Figure 1. M4 wires (run 1).
Scale: 3 px per um.
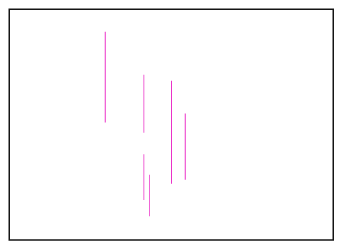
Figure 2. Logic cells by family (run 1).
Scale: 3 px per um.
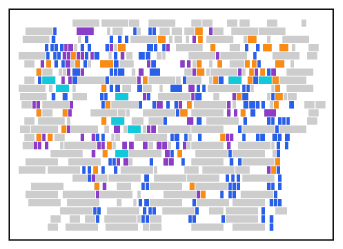
Figure 3. Pin map (run 1).
Scale: 3 px per um. Pins as bars across the die edge, other pins in gray.
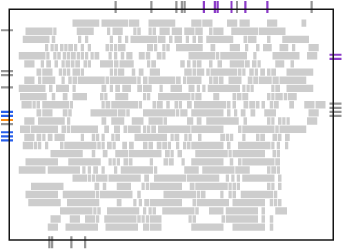
Figure 4. Clock nets (run 1).
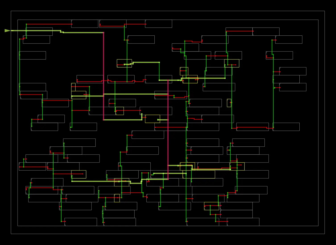
==> config.mk <==
export PLATFORM = sky130hd
export DESIGN_NAME = mem_game_ctrl
export DESIGN_NICKNAME = d
export VERILOG_FILES = /design/src/rtl/mem_game_ctrl.sv
export SDC_FILE = /design/constraint.sdc
export NUM_CORES = 1
export LEC_CHECK = 0
export ABC_AREA = 1
export CAP_MARGIN = 0
export CORE_ASPECT_RATIO = 0.7
export CORE_MARGIN = 2
export CORE_UTILIZATION = 53
export DETAILED_ROUTE_END_ITERATION = 8
export GPL_TIMING_DRIVEN = 0
export PLACE_DENSITY = 0.71
export SLEW_MARGIN = 5
export SYNTH_ARGS = -nofsm -noshare
export SYNTH_HDL_FRONTEND = slang
export SYNTH_SLANG_ARGS = --single-unit
==> constraint.sdc <==
create_clock -name clk -period 4.9 [get_ports clk]
set_clock_uncertainty 0.05 [all_clocks]
set_input_delay 1.225 -clock clk [delete_from_list [all_inputs] [get_ports clk]]
set_output_delay 1.225 -clock clk [all_outputs]
set_load 0.02 [all_outputs]
==> report_table.html, run 1 <==
<h3>Flow metrics</h3>
<table>
<tr><th>Metric</th><th>Value</th></tr>
<tr><th colspan="2">Status</th></tr>
<tr><td>Outcome</td><td>finished, final reports clean</td></tr>
<tr><th colspan="2">Final timing</th></tr>
<tr><td>Final Max Slew Viols</td><td>0</td></tr>
<tr><td>Unrepaired setup endpoints after global routing</td><td>no</td></tr>
<tr><td>Remaining max-slew budget at the tightest pin</td><td>41.6%</td></tr>
<tr><td>Top achievable clock speed</td><td>314 MHz</td></tr>
<tr><td>Total count of hold-check failures in the final report</td><td>0</td></tr>
<tr><td>Hold_ws</td><td>0.424 ns</td></tr>
<tr><th colspan="2">Synth</th></tr>
<tr><td>Post-synthesis share of cell area spent on and-or and or-and gates</td><td>7.46%</td></tr>
<tr><td>Flip-flops with a built-in enable</td><td>50</td></tr>
<tr><td>Sequential element share of the synthesized area</td><td>57.9%</td></tr>
<tr><td>Yosys top cell by area</td><td>edfxtp_1</td></tr>
<tr><td>Cell Area, Synth</td><td>0.00398 mm2</td></tr>
<tr><td>Post-synth net total</td><td>454</td></tr>
<tr><td>Library cell with the highest instance count after synthesis</td><td>nand2_1</td></tr>
<tr><td>Yosys Chip Area</td><td>0.00398 mm2</td></tr>
<tr><td>Xor and xnor fraction of the mapped netlist area</td><td>0.661%</td></tr>
<tr><td>Post-synth ARST share</td><td>39.0%</td></tr>
<tr><td>Top cell type's share of synthesized area</td><td>37.8%</td></tr>
<tr><td>Main area contributors</td><td>edfxtp_1 38%, dfrtp_1 20%, nand2_1 12%</td></tr>
<tr><td>Basic-gate share of the synthesized area counting and, or, nand and nor cells</td><td>24.6%</td></tr>
<tr><th colspan="2">Die</th></tr>
<tr><td>Placement Rows</td><td>26</td></tr>
<tr><td>Starting density of the core</td><td>54.6%</td></tr>
<tr><td>Area of the placeable core</td><td>0.00729 mm2</td></tr>
<tr><td>Tapcells</td><td>98</td></tr>
<tr><td>Die Outline Area</td><td>0.00822 mm2</td></tr>
<tr><th colspan="2">Setup path</th></tr>
<tr><td>Nature of the critical path startpoint</td><td>input port</td></tr>
<tr><td>Cell type of the slowest stage on the worst timing path</td><td>nor3_1</td></tr>
<tr><td>Largest fanout on the critical path</td><td>10</td></tr>
<tr><td>Largest delay contributor family on the critical path</td><td>simple AND/OR/NAND/NOR gates</td></tr>
<tr><td>Maximum cell stage delay along the critical path</td><td>0.71 ns</td></tr>
<tr><td>WP data required</td><td>4.83 ns</td></tr>
<tr><td>Worst path arrival time</td><td>3.12 ns</td></tr>
<tr><td>Worst setup path class</td><td>input port to flip-flop</td></tr>
<tr><th colspan="2">Pwr</th></tr>
<tr><td>Sequential Power</td><td>877 uW</td></tr>
<tr><td>Final Total Pwr</td><td>2.34 mW</td></tr>
<tr><td>Worst-case vdd ir drop</td><td>0.324 mV</td></tr>
<tr><td>Leakage component of the power</td><td>1.97 nW</td></tr>
<tr><td>Net switching power</td><td>942 uW</td></tr>
<tr><td>Combinational cell fraction of total power</td><td>41.9%</td></tr>
<tr><td>Share of power burned in the clock network</td><td>20.7%</td></tr>
<tr><td>Share of total power consumed by net switching</td><td>40.2%</td></tr>
<tr><th colspan="2">Global route</th></tr>
<tr><td>Global-route wire length before repair</td><td>14,800 um</td></tr>
<tr><td>Initial antenna violation count</td><td>0</td></tr>
<tr><td>Routing usage on met3</td><td>6.84%</td></tr>
<tr><td>Met1 usage</td><td>34.2%</td></tr>
<tr><th colspan="2">Place</th></tr>
<tr><td>Post-DP HPWL</td><td>6410 um</td></tr>
<tr><td>Placed cell areas</td><td>0.00442 mm2</td></tr>
<tr><th colspan="2">Clock network</th></tr>
<tr><td>CTS-repair resized insts</td><td>0</td></tr>
<tr><td>Maximum clock path buffer count</td><td>2</td></tr>
<tr><td>Clock tree from TritonCTS</td><td>built</td></tr>
<tr><td>Number of buffers created by CTS</td><td>9</td></tr>
<tr><td># Post-CTS Setup Buffers</td><td>0</td></tr>
<tr><th colspan="2">Finish</th></tr>
<tr><td>Sequential fraction of total cell area</td><td>49.9%</td></tr>
<tr><td>Fillers</td><td>627</td></tr>
<tr><td>Share of final-layout standard cells stronger than drive strength 1</td><td>11.0%</td></tr>
<tr><td>Most frequent cells in the layout</td><td>126 x nand2_1, 55 x nor2_1, 50 x edfxtp_1</td></tr>
<tr><td>Inverters</td><td>48</td></tr>
<tr><td>Clock network share of area</td><td>4.23%</td></tr>
<tr><td>Number of flip-flops in the largest register</td><td>50</td></tr>
<tr><th colspan="2">Drt</th></tr>
<tr><td>DRT antenna net count</td><td>0</td></tr>
<tr><td>Met2 routed WL</td><td>3890 um</td></tr>
<tr><td>Routed metal-1 wire length</td><td>4010 um</td></tr>
<tr><th colspan="2">Flow run</th></tr>
<tr><td>Tool warnings</td><td>30</td></tr>
<tr><td>Max-capacitance violation count</td><td>0</td></tr>
</table>
Back to the opening pictures, Figure 1:
nets with wire on the layer: 6
main direction: vertical
share of all routed wire: 1.5%
longest straight run: 34.0 um
wire length on this layer: 133 um
total wire length after detailed routing: 8840 um
via count: 3,121

Back to the opening pictures, Figure 2:
| family | color | cells |
|---|---|---|
| fa/ha/maj cells | cyan | 8 |
| nor cells | purple | 76 |
| aoi and oai cells | orange | 50 |
| nand cells | blue | 155 |
commonest non-fill, non-tap cell in the layout: nand2_1
final cell count without fillers: 582
Comb area share: 30.4%

Back to the opening pictures, Figure 3:
| port | color | pins | direction | edge |
|---|---|---|---|---|
| `led` | purple | 8 | output | 6 top, 2 right |
| `rnd_adv` | orange | 1 | output | left |
| `show_val` | blue | 5 | output | left |
all pins by edge: 13 top, 11 left, 6 right, 4 bottom
vertical die size: 76.5 um
die width: 108 um

Back to the opening pictures, Figure 4:
clock network latency to the later pin of the worst-skew pair: 0.36 ns
clock buffer instance count of the final layout: 11
Clock Sink Count: 82
P_clk: 485 uW
sequential cell count of the final layout: 82

==> run 2: changes to the inputs <==
--- a/config.mk
+++ b/config.mk
@@ -9,10 +9,10 @@
 export CAP_MARGIN = 0
 export CORE_ASPECT_RATIO = 0.7
 export CORE_MARGIN = 2
-export CORE_UTILIZATION = 53
+export CORE_UTILIZATION = 52
 export DETAILED_ROUTE_END_ITERATION = 8
 export GPL_TIMING_DRIVEN = 0
-export PLACE_DENSITY = 0.71
+export PLACE_DENSITY = 0.73
 export SLEW_MARGIN = 5
 export SYNTH_ARGS = -nofsm -noshare
 export SYNTH_HDL_FRONTEND = slang
==> constraint.sdc (replaced) <==
create_clock -name clk -period 2.7 [get_ports clk]
set_clock_uncertainty 0.05 [all_clocks]
set_input_delay 0.675 -clock clk [delete_from_list [all_inputs] [get_ports clk]]
set_output_delay 0.675 -clock clk [all_outputs]
set_load 0.02 [all_outputs]
Figure 5. Logic cells by family (run 2).
Scale: 3 px per um.
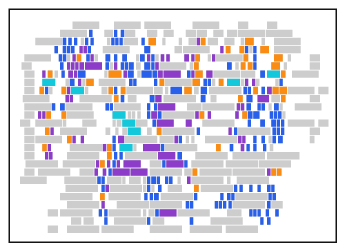
| family | color | cells |
|---|---|---|
| nor cells | purple | 76 |
| aoi and oai cells | orange | 50 |
| fa/ha/maj cells | cyan | 8 |
| nand cells | blue | 155 |
Comb area share: 32.3%

Figure 6. Metal layers overlaid (run 2).
Scale: 2 px per um. Only two layers are drawn.
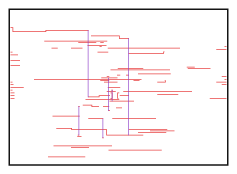
| layer | color | wire length |
|---|---|---|
| M4 | purple | 127 um |
| M3 | red | 725 um |
post-detailed-route wirelength per cell: 15.2 um
via count: 3,143
Global Route Usage Sum: 23.3%
total wire length after detailed routing: 8870 um

==> report_table.html, run 2 <==
<h3>Flow metrics</h3>
<table>
<tr><th>Metric</th><th>Value</th></tr>
<tr><th colspan="2">Pwr</th></tr>
<tr><td>Power group with the highest consumption</td><td>combinational logic</td></tr>
<tr><td>Combinational cell fraction of total power</td><td>43.8%</td></tr>
<tr><td>Leakage component of the power</td><td>2.02 nW</td></tr>
<tr><td>Worst-case vdd ir drop</td><td>0.570 mV</td></tr>
<tr><td>Share of total power consumed by net switching</td><td>42.1%</td></tr>
<tr><td>Share of power burned in the clock network</td><td>18.3%</td></tr>
<tr><td>P per Cell Area</td><td>895 mW/mm2</td></tr>
<tr><td>Sequential Power</td><td>1.60 mW</td></tr>
<tr><td>Final Total Pwr</td><td>4.21 mW</td></tr>
<tr><td>Net switching power</td><td>1.77 mW</td></tr>
<tr><td>P_clk</td><td>770 uW</td></tr>
<tr><th colspan="2">Final timing</th></tr>
<tr><td>Setup violators final</td><td>0</td></tr>
<tr><td>Final Max Slew Viols</td><td>0</td></tr>
<tr><td>Remaining max-slew budget at the tightest pin</td><td>51.4%</td></tr>
<tr><td>Hold_ws</td><td>0.313 ns</td></tr>
<tr><td>Top achievable clock speed</td><td>414 MHz</td></tr>
<tr><td>Unrepaired setup endpoints after global routing</td><td>no</td></tr>
<tr><td>Total count of hold-check failures in the final report</td><td>0</td></tr>
<tr><th colspan="2">Synth</th></tr>
<tr><td>Synthesized instance count</td><td>435</td></tr>
<tr><td>Sequential element share of the synthesized area</td><td>57.9%</td></tr>
<tr><td>Post-synth net total</td><td>454</td></tr>
<tr><td>Yosys top cell by area</td><td>edfxtp_1</td></tr>
<tr><td>Yosys Chip Area</td><td>0.00398 mm2</td></tr>
<tr><td>Library cell with the highest instance count after synthesis</td><td>nand2_1</td></tr>
<tr><td>Main area contributors</td><td>edfxtp_1 38%, dfrtp_1 20%, nand2_1 12%</td></tr>
<tr><td>Top cell type's share of synthesized area</td><td>37.8%</td></tr>
<tr><td>Flip-flops with a built-in enable</td><td>50</td></tr>
<tr><td>Basic-gate share of the synthesized area counting and, or, nand and nor cells</td><td>24.6%</td></tr>
<tr><td>Leading cell types by count after synthesis</td><td>126 x nand2_1, 55 x nor2_1, 50 x edfxtp_1</td></tr>
<tr><td>Xor and xnor fraction of the mapped netlist area</td><td>0.661%</td></tr>
<tr><td>Cell Area, Synth</td><td>0.00398 mm2</td></tr>
<tr><td>Post-synth ARST share</td><td>39.0%</td></tr>
<tr><td>Post-synthesis share of cell area spent on and-or and or-and gates</td><td>7.46%</td></tr>
<tr><th colspan="2">Finish</th></tr>
<tr><td>Commonest non-fill, non-tap cell in the layout</td><td>nand2_1</td></tr>
<tr><td>Final-stage net count</td><td>498</td></tr>
<tr><td>Final Core Density</td><td>64.0%</td></tr>
<tr><td>Sequential fraction of total cell area</td><td>49.0%</td></tr>
<tr><td>Sequential cell count of the final layout</td><td>82</td></tr>
<tr><td>Inverters</td><td>48</td></tr>
<tr><td>Fillers</td><td>638</td></tr>
<tr><td>Clock network share of area</td><td>3.46%</td></tr>
<tr><td>Final cell count without fillers</td><td>582</td></tr>
<tr><td>Number of flip-flops in the largest register</td><td>50</td></tr>
<tr><td>Most frequent cells in the layout</td><td>126 x nand2_1, 54 x nor2_1, 50 x edfxtp_1</td></tr>
<tr><td>Clock buffer instance count of the final layout</td><td>12</td></tr>
<tr><td>Share of final-layout standard cells stronger than drive strength 1</td><td>13.0%</td></tr>
<tr><th colspan="2">Drt</th></tr>
<tr><td>First DRT Iteration DRCs</td><td>258</td></tr>
<tr><td>Routed metal-1 wire length</td><td>3970 um</td></tr>
<tr><td>Met2 routed WL</td><td>4040 um</td></tr>
<tr><td>Avg Vias per Cell</td><td>5.40</td></tr>
<tr><td>DRT antenna net count</td><td>0</td></tr>
<tr><td>Uppermost layer routed</td><td>met4</td></tr>
<tr><th colspan="2">Place</th></tr>
<tr><td>Post-Place Worst Slack</td><td>-0.294 ns</td></tr>
<tr><td>Post-DP HPWL</td><td>6240 um</td></tr>
<tr><td>Placed cell areas</td><td>0.00442 mm2</td></tr>
<tr><td>Number of instances in the placed design</td><td>566</td></tr>
<tr><td>Quantity of I/O buffers inserted on ports</td><td>33</td></tr>
<tr><th colspan="2">Setup path</th></tr>
<tr><td>Cell type of the slowest stage on the worst timing path</td><td>dfrtp_1</td></tr>
<tr><td>Largest fanout on the critical path</td><td>10</td></tr>
<tr><td>Kind of capture point of the worst setup path</td><td>flip-flop</td></tr>
<tr><td>WP data required</td><td>2.68 ns</td></tr>
<tr><td>Largest delay contributor family on the critical path</td><td>simple AND/OR/NAND/NOR gates</td></tr>
<tr><td>Count of cells along the worst register-to-register path</td><td>8</td></tr>
<tr><td>Worst path arrival time</td><td>2.39 ns</td></tr>
<tr><td>Maximum cell stage delay along the critical path</td><td>0.40 ns</td></tr>
<tr><td>Nature of the critical path startpoint</td><td>flip-flop</td></tr>
<tr><th colspan="2">Clock network</th></tr>
<tr><td># Post-CTS Setup Buffers</td><td>0</td></tr>
<tr><td>Clock network latency to the later pin of the worst-skew pair</td><td>0.36 ns</td></tr>
<tr><td>Number of buffers created by CTS</td><td>9</td></tr>
<tr><td>CTS-repair resized insts</td><td>1</td></tr>
<tr><td>Clock tree from TritonCTS</td><td>built</td></tr>
<tr><td>Maximum clock path buffer count</td><td>2</td></tr>
<tr><th colspan="2">Die</th></tr>
<tr><td>Starting density of the core</td><td>54.1%</td></tr>
<tr><td>Vertical die size</td><td>77.2 um</td></tr>
<tr><td>Placement Rows</td><td>26</td></tr>
<tr><td>Top-Level Pins</td><td>34</td></tr>
<tr><td>Tapcells</td><td>98</td></tr>
<tr><td>Die Outline Area</td><td>0.00837 mm2</td></tr>
<tr><td>Area of the placeable core</td><td>0.00735 mm2</td></tr>
<tr><td>Die width</td><td>109 um</td></tr>
<tr><th colspan="2">Flow run</th></tr>
<tr><td>Max-capacitance violation count</td><td>0</td></tr>
<tr><td>Tool warnings</td><td>31</td></tr>
<tr><th colspan="2">Global route</th></tr>
<tr><td>Met1 usage</td><td>34.3%</td></tr>
<tr><td>Initial antenna violation count</td><td>0</td></tr>
<tr><td>Global-route wire length before repair</td><td>14,800 um</td></tr>
<tr><td>Number of global-route vias before repair</td><td>2,999</td></tr>
<tr><td>Total grt overflow</td><td>0</td></tr>
<tr><td>Routing usage on met3</td><td>5.78%</td></tr>
<tr><th colspan="2">Status</th></tr>
<tr><td>Outcome</td><td>finished, final reports clean</td></tr>
</table>
No activity file was given, so power comes from the tool's default toggle rates.
